==> config.mk <==
export PLATFORM = sky130hd
export DESIGN_NAME = multicycle_ctrl_flat
export DESIGN_NICKNAME = d
export VERILOG_FILES = /design/src/rtl/multicycle_ctrl_if.sv /design/src/rtl/multicycle_ctrl.sv /design/src/flat_wrapper.sv
export SDC_FILE = /design/constraint.sdc
export NUM_CORES = 1
export LEC_CHECK = 0
export CORE_MARGIN = 2
export CORE_UTILIZATION = 38
export CTS_CLUSTER_SIZE = 28
export DETAILED_ROUTE_END_ITERATION = 8
export PLACE_DENSITY = 0.76
export SYNTH_ARGS = -nofsm -noshare
export SYNTH_HDL_FRONTEND = slang
export SYNTH_SLANG_ARGS = --single-unit
==> constraint.sdc <==
create_clock -name clk -period 1.7 [get_ports clk]
set_input_delay 0.34 -clock clk [delete_from_list [all_inputs] [get_ports clk]]
set_output_delay 0.34 -clock clk [all_outputs]
set_load 0.005 [all_outputs]
==> src/rtl/multicycle_ctrl_if.sv <==
// Handshake/control bundle between the multicycle controller and the datapath it steers.
interface multicycle_ctrl_if #(
  parameter int unsigned XLEN    = 32,
  parameter int unsigned ALUOP_W = 4
);
  logic [31:0]        instr;
  logic               alu_zero;
  logic               imem_ready;
  logic               dmem_ready;
  logic [ALUOP_W-1:0] alu_opcode;
  logic [1:0]         alu_src_a;
  logic [1:0]         alu_src_b;
  logic [1:0]         imm_sel;
  logic [1:0]         result_src;
  logic               imem_req;
  logic               dmem_req;
  logic               dmem_we;
  logic               ir_write;
  logic               pc_write;
  logic               reg_write;
  logic               illegal;
  logic [XLEN-1:0]    retire_cnt;

  modport master (
    input  instr, alu_zero, imem_ready, dmem_ready,
    output alu_opcode, alu_src_a, alu_src_b, imm_sel, result_src,
           imem_req, dmem_req, dmem_we, ir_write, pc_write, reg_write,
           illegal, retire_cnt
  );

  modport slave (
    output instr, alu_zero, imem_ready, dmem_ready,
    input  alu_opcode, alu_src_a, alu_src_b, imm_sel, result_src,
           imem_req, dmem_req, dmem_we, ir_write, pc_write, reg_write,
           illegal, retire_cnt
  );
endinterface

==> src/rtl/multicycle_ctrl.sv <==
// Multicycle control FSM: sequences FETCH..WRITEBACK, drives ALU opcode, mux selects,
// memory/register enables, and counts retired instructions.
module multicycle_ctrl #(
  parameter int unsigned XLEN    = 32,
  parameter int unsigned ALUOP_W = 4
) (
  input  logic             clk,
  input  logic             rst,
  multicycle_ctrl_if.master bus
);

  typedef enum logic [3:0] {
    S_FETCH  = 4'd0,
    S_DECODE = 4'd1,
    S_MEMADR = 4'd2,
    S_MEMRD  = 4'd3,
    S_MEMWB  = 4'd4,
    S_MEMWR  = 4'd5,
    S_EXEC_R = 4'd6,
    S_EXEC_I = 4'd7,
    S_ALUWB  = 4'd8,
    S_BEQ    = 4'd9
  } state_e;

  localparam logic [6:0] OPC_LW  = 7'b0000011;
  localparam logic [6:0] OPC_SW  = 7'b0100011;
  localparam logic [6:0] OPC_R   = 7'b0110011;
  localparam logic [6:0] OPC_I   = 7'b0010011;
  localparam logic [6:0] OPC_BEQ = 7'b1100011;

  localparam logic [ALUOP_W-1:0] OP_ZERO = ALUOP_W'(0);
  localparam logic [ALUOP_W-1:0] OP_ADD  = ALUOP_W'(1);
  localparam logic [ALUOP_W-1:0] OP_SUB  = ALUOP_W'(2);
  localparam logic [ALUOP_W-1:0] OP_AND  = ALUOP_W'(3);
  localparam logic [ALUOP_W-1:0] OP_OR   = ALUOP_W'(4);
  localparam logic [ALUOP_W-1:0] OP_XOR  = ALUOP_W'(5);

  state_e state_q, state_d;
  logic [XLEN-1:0] retire_q;

  logic [6:0] opcode;
  logic [2:0] funct3;
  logic       funct7_b5;
  logic       unused_instr_bits;

  logic [ALUOP_W-1:0] r_op_c, i_op_c;
  logic               r_ok_c, i_ok_c, dec_ok_c;

  logic [ALUOP_W-1:0] alu_opcode_c;
  logic [1:0]         alu_src_a_c, alu_src_b_c, imm_sel_c, result_src_c;
  logic               imem_req_c, dmem_req_c, dmem_we_c;
  logic               ir_write_c, pc_write_c, reg_write_c, illegal_c, retire_c;

  assign opcode            = bus.instr[6:0];
  assign funct3            = bus.instr[14:12];
  assign funct7_b5         = bus.instr[30];
  assign unused_instr_bits = ^{bus.instr[31], bus.instr[29:15], bus.instr[11:7]};

  // Instruction field decode shared by next-state and output logic
  always_comb begin
    r_op_c   = OP_ZERO;
    i_op_c   = OP_ZERO;
    r_ok_c   = 1'b1;
    i_ok_c   = 1'b1;
    dec_ok_c = 1'b0;
    case ({funct7_b5, funct3})
      4'b0_000: r_op_c = OP_ADD;
      4'b1_000: r_op_c = OP_SUB;
      4'b0_111: r_op_c = OP_AND;
      4'b0_110: r_op_c = OP_OR;
      4'b0_100: r_op_c = OP_XOR;
      default:  r_ok_c = 1'b0;
    endcase
    case (funct3)
      3'b000:  i_op_c = OP_ADD;
      3'b111:  i_op_c = OP_AND;
      3'b110:  i_op_c = OP_OR;
      3'b100:  i_op_c = OP_XOR;
      default: i_ok_c = 1'b0;
    endcase
    case (opcode)
      OPC_LW, OPC_SW, OPC_R, OPC_I: dec_ok_c = 1'b1;
      OPC_BEQ:                      dec_ok_c = (funct3 == 3'b000);
      default:                      dec_ok_c = 1'b0;
    endcase
  end

  // State and retire counter registers
  always_ff @(posedge clk) begin
    if (rst) begin
      state_q  <= S_FETCH;
      retire_q <= '0;
    end else begin
      state_q <= state_d;
      if (retire_c) retire_q <= retire_q + XLEN'(1);
    end
  end

  // Next-state logic
  always_comb begin
    state_d = state_q;
    case (state_q)
      S_FETCH:  if (bus.imem_ready) state_d = S_DECODE;
      S_DECODE: begin
        case (opcode)
          OPC_LW, OPC_SW: state_d = S_MEMADR;
          OPC_R:          state_d = S_EXEC_R;
          OPC_I:          state_d = S_EXEC_I;
          OPC_BEQ:        state_d = (funct3 == 3'b000) ? S_BEQ : S_FETCH;
          default:        state_d = S_FETCH;
        endcase
      end
      S_MEMADR: state_d = (opcode == OPC_SW) ? S_MEMWR : S_MEMRD;
      S_MEMRD:  if (bus.dmem_ready) state_d = S_MEMWB;
      S_MEMWB:  state_d = S_FETCH;
      S_MEMWR:  if (bus.dmem_ready) state_d = S_FETCH;
      S_EXEC_R: state_d = r_ok_c ? S_ALUWB : S_FETCH;
      S_EXEC_I: state_d = i_ok_c ? S_ALUWB : S_FETCH;
      S_ALUWB:  state_d = S_FETCH;
      S_BEQ:    state_d = S_FETCH;
      default:  state_d = S_FETCH;
    endcase
  end

  // Output decode; data-memory strobes are gated by rst so an abandoned access drops at once
  always_comb begin
    alu_opcode_c = OP_ZERO;
    alu_src_a_c  = 2'd0;
    alu_src_b_c  = 2'd0;
    imm_sel_c    = 2'd0;
    result_src_c = 2'd0;
    imem_req_c   = 1'b0;
    dmem_req_c   = 1'b0;
    dmem_we_c    = 1'b0;
    ir_write_c   = 1'b0;
    pc_write_c   = 1'b0;
    reg_write_c  = 1'b0;
    illegal_c    = 1'b0;
    retire_c     = 1'b0;
    case (state_q)
      S_FETCH: begin
        imem_req_c   = 1'b1;
        alu_src_b_c  = 2'd2;
        alu_opcode_c = OP_ADD;
        result_src_c = 2'd2;
        ir_write_c   = bus.imem_ready;
        pc_write_c   = bus.imem_ready;
      end
      S_DECODE: begin
        alu_src_a_c  = 2'd1;
        alu_src_b_c  = 2'd1;
        imm_sel_c    = 2'd2;
        alu_opcode_c = OP_ADD;
        illegal_c    = ~dec_ok_c;
      end
      S_MEMADR: begin
        alu_src_a_c  = 2'd2;
        alu_src_b_c  = 2'd1;
        alu_opcode_c = OP_ADD;
        imm_sel_c    = (opcode == OPC_SW) ? 2'd1 : 2'd0;
      end
      S_MEMRD: dmem_req_c = ~rst;
      S_MEMWB: begin
        result_src_c = 2'd1;
        reg_write_c  = 1'b1;
        retire_c     = 1'b1;
      end
      S_MEMWR: begin
        dmem_req_c = ~rst;
        dmem_we_c  = ~rst;
        retire_c   = bus.dmem_ready;
      end
      S_EXEC_R: begin
        alu_src_a_c  = 2'd2;
        alu_opcode_c = r_op_c;
        illegal_c    = ~r_ok_c;
      end
      S_EXEC_I: begin
        alu_src_a_c  = 2'd2;
        alu_src_b_c  = 2'd1;
        alu_opcode_c = i_op_c;
        illegal_c    = ~i_ok_c;
      end
      S_ALUWB: begin
        reg_write_c = 1'b1;
        retire_c    = 1'b1;
      end
      S_BEQ: begin
        alu_src_a_c  = 2'd2;
        alu_opcode_c = OP_SUB;
        pc_write_c   = bus.alu_zero;
        retire_c     = 1'b1;
      end
      default: ;
    endcase
  end

  assign bus.alu_opcode = alu_opcode_c;
  assign bus.alu_src_a  = alu_src_a_c;
  assign bus.alu_src_b  = alu_src_b_c;
  assign bus.imm_sel    = imm_sel_c;
  assign bus.result_src = result_src_c;
  assign bus.imem_req   = imem_req_c;
  assign bus.dmem_req   = dmem_req_c;
  assign bus.dmem_we    = dmem_we_c;
  assign bus.ir_write   = ir_write_c;
  assign bus.pc_write   = pc_write_c;
  assign bus.reg_write  = reg_write_c;
  assign bus.illegal    = illegal_c;
  assign bus.retire_cnt = retire_q;

endmodule
==> src/flat_wrapper.sv <==
// flat-port wrapper written by rule: the top's interface ports become plain ports
module multicycle_ctrl_flat 
#(
  parameter int unsigned XLEN    = 32,
  parameter int unsigned ALUOP_W = 4
)
  (clk, rst, bus_instr, bus_alu_zero, bus_imem_ready, bus_dmem_ready, bus_alu_opcode, bus_alu_src_a, bus_alu_src_b, bus_imm_sel, bus_result_src, bus_imem_req, bus_dmem_req, bus_dmem_we, bus_ir_write, bus_pc_write, bus_reg_write, bus_illegal, bus_retire_cnt);
  multicycle_ctrl_if #(.XLEN(XLEN), .ALUOP_W(ALUOP_W)) bus_i ();
  input  logic clk;
  input  logic rst;
  input wire logic [$bits(bus_i.instr)-1:0] bus_instr;
  input wire logic [$bits(bus_i.alu_zero)-1:0] bus_alu_zero;
  input wire logic [$bits(bus_i.imem_ready)-1:0] bus_imem_ready;
  input wire logic [$bits(bus_i.dmem_ready)-1:0] bus_dmem_ready;
  output wire logic [$bits(bus_i.alu_opcode)-1:0] bus_alu_opcode;
  output wire logic [$bits(bus_i.alu_src_a)-1:0] bus_alu_src_a;
  output wire logic [$bits(bus_i.alu_src_b)-1:0] bus_alu_src_b;
  output wire logic [$bits(bus_i.imm_sel)-1:0] bus_imm_sel;
  output wire logic [$bits(bus_i.result_src)-1:0] bus_result_src;
  output wire logic [$bits(bus_i.imem_req)-1:0] bus_imem_req;
  output wire logic [$bits(bus_i.dmem_req)-1:0] bus_dmem_req;
  output wire logic [$bits(bus_i.dmem_we)-1:0] bus_dmem_we;
  output wire logic [$bits(bus_i.ir_write)-1:0] bus_ir_write;
  output wire logic [$bits(bus_i.pc_write)-1:0] bus_pc_write;
  output wire logic [$bits(bus_i.reg_write)-1:0] bus_reg_write;
  output wire logic [$bits(bus_i.illegal)-1:0] bus_illegal;
  output wire logic [$bits(bus_i.retire_cnt)-1:0] bus_retire_cnt;
  assign bus_i.instr = bus_instr;
  assign bus_i.alu_zero = bus_alu_zero;
  assign bus_i.imem_ready = bus_imem_ready;
  assign bus_i.dmem_ready = bus_dmem_ready;
  assign bus_alu_opcode = bus_i.alu_opcode;
  assign bus_alu_src_a = bus_i.alu_src_a;
  assign bus_alu_src_b = bus_i.alu_src_b;
  assign bus_imm_sel = bus_i.imm_sel;
  assign bus_result_src = bus_i.result_src;
  assign bus_imem_req = bus_i.imem_req;
  assign bus_dmem_req = bus_i.dmem_req;
  assign bus_dmem_we = bus_i.dmem_we;
  assign bus_ir_write = bus_i.ir_write;
  assign bus_pc_write = bus_i.pc_write;
  assign bus_reg_write = bus_i.reg_write;
  assign bus_illegal = bus_i.illegal;
  assign bus_retire_cnt = bus_i.retire_cnt;
  multicycle_ctrl #(.XLEN(XLEN), .ALUOP_W(ALUOP_W)) u_core (.clk(clk), .rst(rst), .bus(bus_i));
endmodule
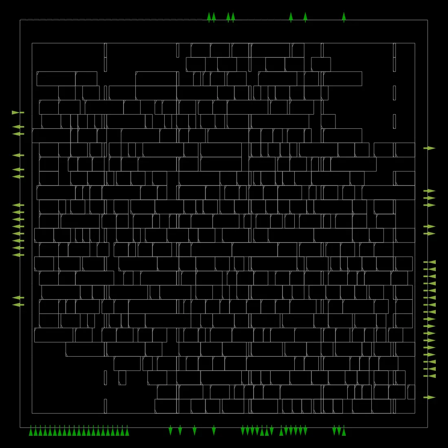
(run_1/placed.png)
flip-flops: 36
Well Taps: 70
number of non-filler instances in the completed layout: 472
Finished Core Util: 0.7421
sequential share of cell area: 0.1943

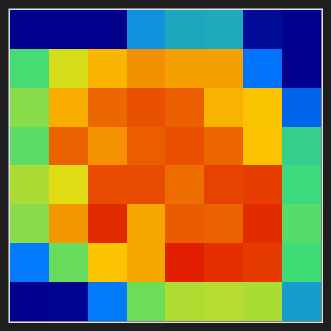
(run_1/util_map.png)
Drawn at 4 px/um. The die is cut into 8 by 8 equal tiles; dark blue is low, red is high, 0 to 100% covered.
densest ninth of the die: middle
mean over tiles: 62%
nearly empty tiles: 11%
tiles over 75% full: 50%
fullest tile: 97%
emptiest ninth of the die: top right
initial standard-cell utilization of the core: 0.4008
placeable core area: 5172 sq um

==> run notes, run 1 <==
The following summarizes the physical implementation.

Status
The flow ran to the end, but the final reports show violations. The checks that failed: setup timing.

GRT
The global routing report lists met1 layer usage as 0.2500. The first global-routing pass estimated 10.47 mm of wire. The global routing met2 resource utilization is 0.3741. The via count of the first global-routing pass is around 2300.

The fraction of met3 tracks used by global routing is 0.05233.

Place
The post-placement worst setup slack is -0.5830 ns. Counting tap cells, the placed design contains a total of ~440 instances.

Pwr
The sequential share of power is 0.454. The switching component of the power is ~0.45 mW. The highest ir drop seen on vdd is 507.8 uV. Per the OpenROAD power report, leakage power amounts to 1.589 nW.

Drt
Signal nets in the final route climb as high as met4. The sum of routed wire segments on met1 is 3.090 mm. The via density per instance is about 5.3. The remaining antenna violation count is 0.

Logic synthesis
The cell area after technology mapping is about 2100 sq um. The cell type that accounts for the most area after synthesis is sky130_fd_sc_hd__dfxtp_1. The leading register cell type out of synthesis is sky130_fd_sc_hd__dfxtp_1. The cell-mix breakdown from Yosys lists the XOR/XNOR area share as 0.1141.

The share of synthesized cell area in full adder, half adder and majority cells is 0.006035. The net count after synthesis is 299. In the Yosys report the total cell count is between 200 and 300.

The sequential area share after synthesis is 0.3476. The post-synthesis instance total is 261.

Setup path
OpenSTA lists the critical path endpoint as bus_illegal. The terminus of the critical flop-to-flop path is u_core.bus.retire_cnt[12].

Timing
The part of the cycle the worst path needs is 1.053. The number of setup violations in the final report is 12. Once routing completed, OpenROAD measured the worst setup slack at -0.08926 ns. The count of endpoints failing hold in the final timing report is 0.

Clocking
The clock slew at the register clock pins of the worst setup and hold paths is 0.07 ns.

Hold path
For the worst min-delay path, the startpoint reported by OpenROAD is u_core.bus.retire_cnt[31]. The worst hold path passes through 2 cells.

Die
According to the floorplan report, the die width is 77.87 um.

Finish
The layout has 344 filler cells. The most frequent logic cell in the layout is sky130_fd_sc_hd__buf_4. In the layout the commonest cells are sky130_fd_sc_hd__buf_4 (66), sky130_fd_sc_hd__nor2_1 (35), sky130_fd_sc_hd__clkdlybuf4s50_1 (33), sky130_fd_sc_hd__dfxtp_1 (24), sky130_fd_sc_hd__xor2_1 (20).
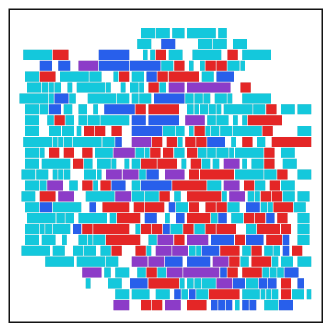
(run_1/sizing.png)
Drawn at 4 px/um.
legend:
  x3 and x4:
    color: red
    cells: 95
    share: 24%
  x6 and larger:
    color: purple
    cells: 28
    share: 7.0%
  x2:
    color: blue
    cells: 52
    share: 13%
  x1 and smaller:
    color: cyan
    cells: 227
    share: 56%
number of buffers other than clock buffers in the final layout: 152
post-layout instance area: 3839 sq um
synthesis-to-finish area growth: 85.15%

-- run 1: what timing repair did --
action                     4_1_cts  5_1_grt
setup endpoints to repair       24       36
setup buffers                   14        9
gates cloned                     0        2
pin swaps                       25       18
gates resized                  115       59
-- run 1: per-stage QoR --
step | hold slack (ns) | power [mW] | TNS [ns]
2_1_floorplan | 0.4742 | 0.9429 | 0
5_1_grt | 0.5561 | 1.919 | -1.662
4_1_cts | 0.5237 | 1.831 | -0.7992
3_5_place_dp | 0.5046 | 1.060 | -8.585
6_report | 0.5323 | 1.866 | -0.3970
3_3_place_gp | 0.4728 | 1.059 | -7.876
-- run 1: cell type report --
| type | count | area, sq um | area share |
|---|---|---|---|
| Timing Repair Buffer | 152 | 1329 | 0.3462 |
| Clock buffer | 5 | 68.82 | 0.01793 |
| Multi-Input combinational cell | 202 | 1550 | 0.4038 |
| Inverter | 4 | 15.01 | 0.003911 |
| Clock inverter | 3 | 42.54 | 0.01108 |
| Tap cell | 70 | 87.58 | 0.02282 |
| Sequential cell | 36 | 745.7 | 0.1943 |
-- run 1: flip-flops by register name, summed over array words and instances, names as in the netlist --
| register | count |
|---|---|
| u_core.state_q | 4 |
| u_core.bus.retire_cnt | 32 |
-- run 1: power groups by stage --
| stage | Clock, mW | Sequential (mW) | Combinational [mW] |
|---|---|---|---|
| after floorplan | 0 | 0.865 | 0.0778 |
| after global placement | 0 | 0.868 | 0.191 |
| after detailed placement | 0 | 0.868 | 0.192 |
| after CTS | 0.767 | 0.846 | 0.218 |
| after global routing | 0.805 | 0.846 | 0.268 |
| final | 0.766 | 0.846 | 0.253 |
-- run 1: worst max-delay path: cells and delay by family, from the launching register on --
kind / cells / cell delay (ns)
DFF: 1 / 0.37
buffers and inverters: 4 / 0.48
AOI/OAI and AO/OA: 2 / 0.11
and+or+nand+nor: 1 / 0.19
## Run 2: what changed since run 1
SKIP_CTS_REPAIR_TIMING = 1   (was not set)
==> run 2 against run 1 <==
  * The flow still finishes with violations (setup timing)
  * Wire length increased by 2.3%
  * Largest cell class unchanged
  * Via count up 0.36%
  * Die size is the same
  * Critical path depth is 1 lower
  * First-iteration DRC count increased by 7.8%
  * Setup slack lost 0.10 ns
  * Synthesized cell count unchanged
  * Count of clock-buffer cells in the layout is the same
  * Register-to-register slack got worse by 0.07 ns
  * Combinational power increased by 7%
  * Cell count shrank 1.7%
  * Hold slack worse by 0.0055 ns
==> run notes, run 2 <==
The following summarizes the physical implementation.

Status
The flow ran to the end, but the final reports show violations. The final reports fail on setup timing.

Die
The horizontal die dimension is 77.87 um. At the floorplan stage, the core utilization is reported as 0.4008. The area inside the core boundary is between 5000 and 6000 sq um.

Pwr
VDD sags by at most 504.5 uV. Per the summary, power density relative to cell area is 483.7 nW/um^2. The sequential share of power is 0.451. The clock power share is 0.405. The internal power of the cells is 1.429 mW. The switching component of the power is 0.4468 mW. The leakage component of the power was reported as about 1.7 nW.

The switching share of total power is 0.2383.

Finish
The utilization after layout is 0.7496. The layout overhead on the synthesized area is 87.02%. The top cell types in the final layout, fill and taps aside, are sky130_fd_sc_hd__buf_4 (59), sky130_fd_sc_hd__clkdlybuf4s50_1 (39), sky130_fd_sc_hd__nor2_1 (37), sky130_fd_sc_hd__dfxtp_1 (25), sky130_fd_sc_hd__xor2_1 (20). Summing all multi-input logic gate instances after layout gives 1540 sq um. The summed area of non-filler cells in the final layout is 3877 sq um. Summing all flip-flop and latch instances after layout gives 742.0 sq um. The register with the most flip-flops in the layout has 32 of them. The most common logic cell in the final layout is sky130_fd_sc_hd__buf_4.

The count of non-filler cells in the finished layout is between 400 and 500. At the end of the flow, the number of nets in the layout was 431.

Clocking
Counting every sink on the clock net gives 36. TritonCTS built the clock tree. The clock slew at the register clock pins of the worst setup and hold paths is 0.07 ns.

GRT
Per the GRT congestion report, total overflow comes to 0. The via count of the first global-routing pass is about 2200. The first global-routing pass estimated 9.425 mm of wire. The number of antenna violations at the first check in global routing is 0.

Drt
After detailed routing, the total wire length is 7.569 mm. The routed design shows a via density per instance of approximately 5.4. Detailed routing inserted a total of 2496 vias.

The remaining antenna violation count is 0. The iteration count recorded for the first detailed-route pass is 4.

Logic synthesis
The cell-mix breakdown from Yosys lists the simple-gate area share as 0.3627. The library cell with the largest summed area after synthesis is sky130_fd_sc_hd__dfxtp_1. By instance count, the leading cell after synthesis is sky130_fd_sc_hd__nor2_1. The synthesis report lists the most area-consuming cells as sky130_fd_sc_hd__dfxtp_1 (35%), sky130_fd_sc_hd__xor2_1 (8.4%), sky130_fd_sc_hd__nor2_1 (6.9%), sky130_fd_sc_hd__nand4_1 (5.4%), sky130_fd_sc_hd__xnor2_1 (3.0%). After synthesis, the largest family of logic cells by area is simple AND/OR/NAND/NOR gates. The count of library flops with an enable pin is 0.

The share of synthesized cell area in full adder, half adder and majority cells is 0.006035. The leading register cell type out of synthesis is sky130_fd_sc_hd__dfxtp_1. The parity-gate share of the synthesized area counting xor and xnor cells is 0.1141. Synthesis produced 261 cells. Counting every net in the synthesized netlist gives 299. The chip area estimate from yosys synthesis is slightly above 2000 sq um. The cell area after technology mapping is 2073 sq um. After synthesis, the design contains 261 cells according to Yosys.

For reference, the mux area share after synthesis is 0.009656. The sequential area share after synthesis is 0.3476.

Setup path
The longest incremental delay of any stage on the critical path is reported as approximately 0.4 ns. The top fanout value on the critical path is 8. The register-to-register setup slack is -0.09 ns. The cell type with the highest occurrence count on the critical path is sky130_fd_sc_hd__buf_6.

STA classifies the critical path startpoint as a register. The kind of end point of the critical path is an output port. The number of buffers and inverters on the critical path is 4. On the critical path the largest part of the delay comes from buffers and inverters. The endpoint required time on the critical path is 1.36 ns.

Place
The number of buffers inserted by port buffering is between 60 and 70. The cell count after placement is 441. The post-placement worst setup slack is -0.5830 ns.

Timing
For the final routed database, the setup TNS stands at -1.469 ns. The final timing summary puts the cycle share of the worst path at 1.112. The slack of the critical path is -0.1897 ns. The count of endpoints failing hold in the final timing report is 0. The number of setup violations in the final report is 23. Subtracting the final worst setup slack from the clock period gives between 1.5 and 2 ns.

Hold path
The most critical min-delay path falls under reg2reg.

Flow run
The tool flagged a number of max-cap violations equal to 0.
-- run 2: cell count changes in the layout (fill, tap and decap cells not counted), sizes merged --
cell           previous run  this run
buf                      98        82
clkbuf                    9        11
clkdlybuf4s15             3         0
clkdlybuf4s50            33        39
dlygate4sd2              11         0
dlymetal6s2s              3        17
-- run 2: final timing paths --
kind / startpoint / endpoint / cells after the start
setup / recovery: u_core.state_q[2] / bus_dmem_req / 6
hold / removal: u_core.bus.retire_cnt[23] / u_core.bus.retire_cnt[23] / 2
setup reg to reg: u_core.state_q[0] / u_core.bus.retire_cnt[20] / 10
hold reg to reg: u_core.bus.retire_cnt[23] / u_core.bus.retire_cnt[23] / 2
-- run 2: metal layers --
layer  GRT usage  share of wire  wire length, um
met2      0.3310           0.54             4081
met4     0.05179          0.017              126
met5           0              0                0
met1      0.2278           0.39             2940
met3     0.05349          0.056              421
-- run 2: per-stage QoR --
stage                     power (mW)  hold WS [ns]
final                          1.876        0.5267
after global routing           1.933        0.5562
after CTS                      1.808        0.5204
after detailed placement       1.060        0.5046
after global placement         1.059        0.4728
after floorplan               0.9429        0.4742
-- run 2: layout make-up --
cell class / count / share of cell area
clock inverters: 3 / 0.01097
clock buffers: 5 / 0.01775
repair buffers: 144 / 0.3562
inverters: 4 / 0.003872
flip-flops and latches: 36 / 0.1914
well taps: 70 / 0.02259
multi-input cells: 202 / 0.3972
-- run 2: power by group through the flow --
stage                     Clock, mW  Sequential, mW  Combinational (mW)
after floorplan                   0           0.865              0.0778
after global placement            0           0.868               0.191
after detailed placement          0           0.868               0.192
after CTS                     0.767           0.848               0.193
after global routing          0.802           0.847               0.285
final                         0.759           0.847               0.270
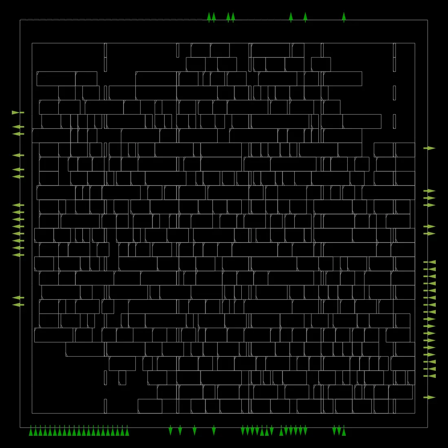
(run_2/placed.png)
number of fill cells in the layout: 349
sequential share of cell area: 0.1914
Placement Rows: 26

Power is estimated from default activity; no workload was simulated.
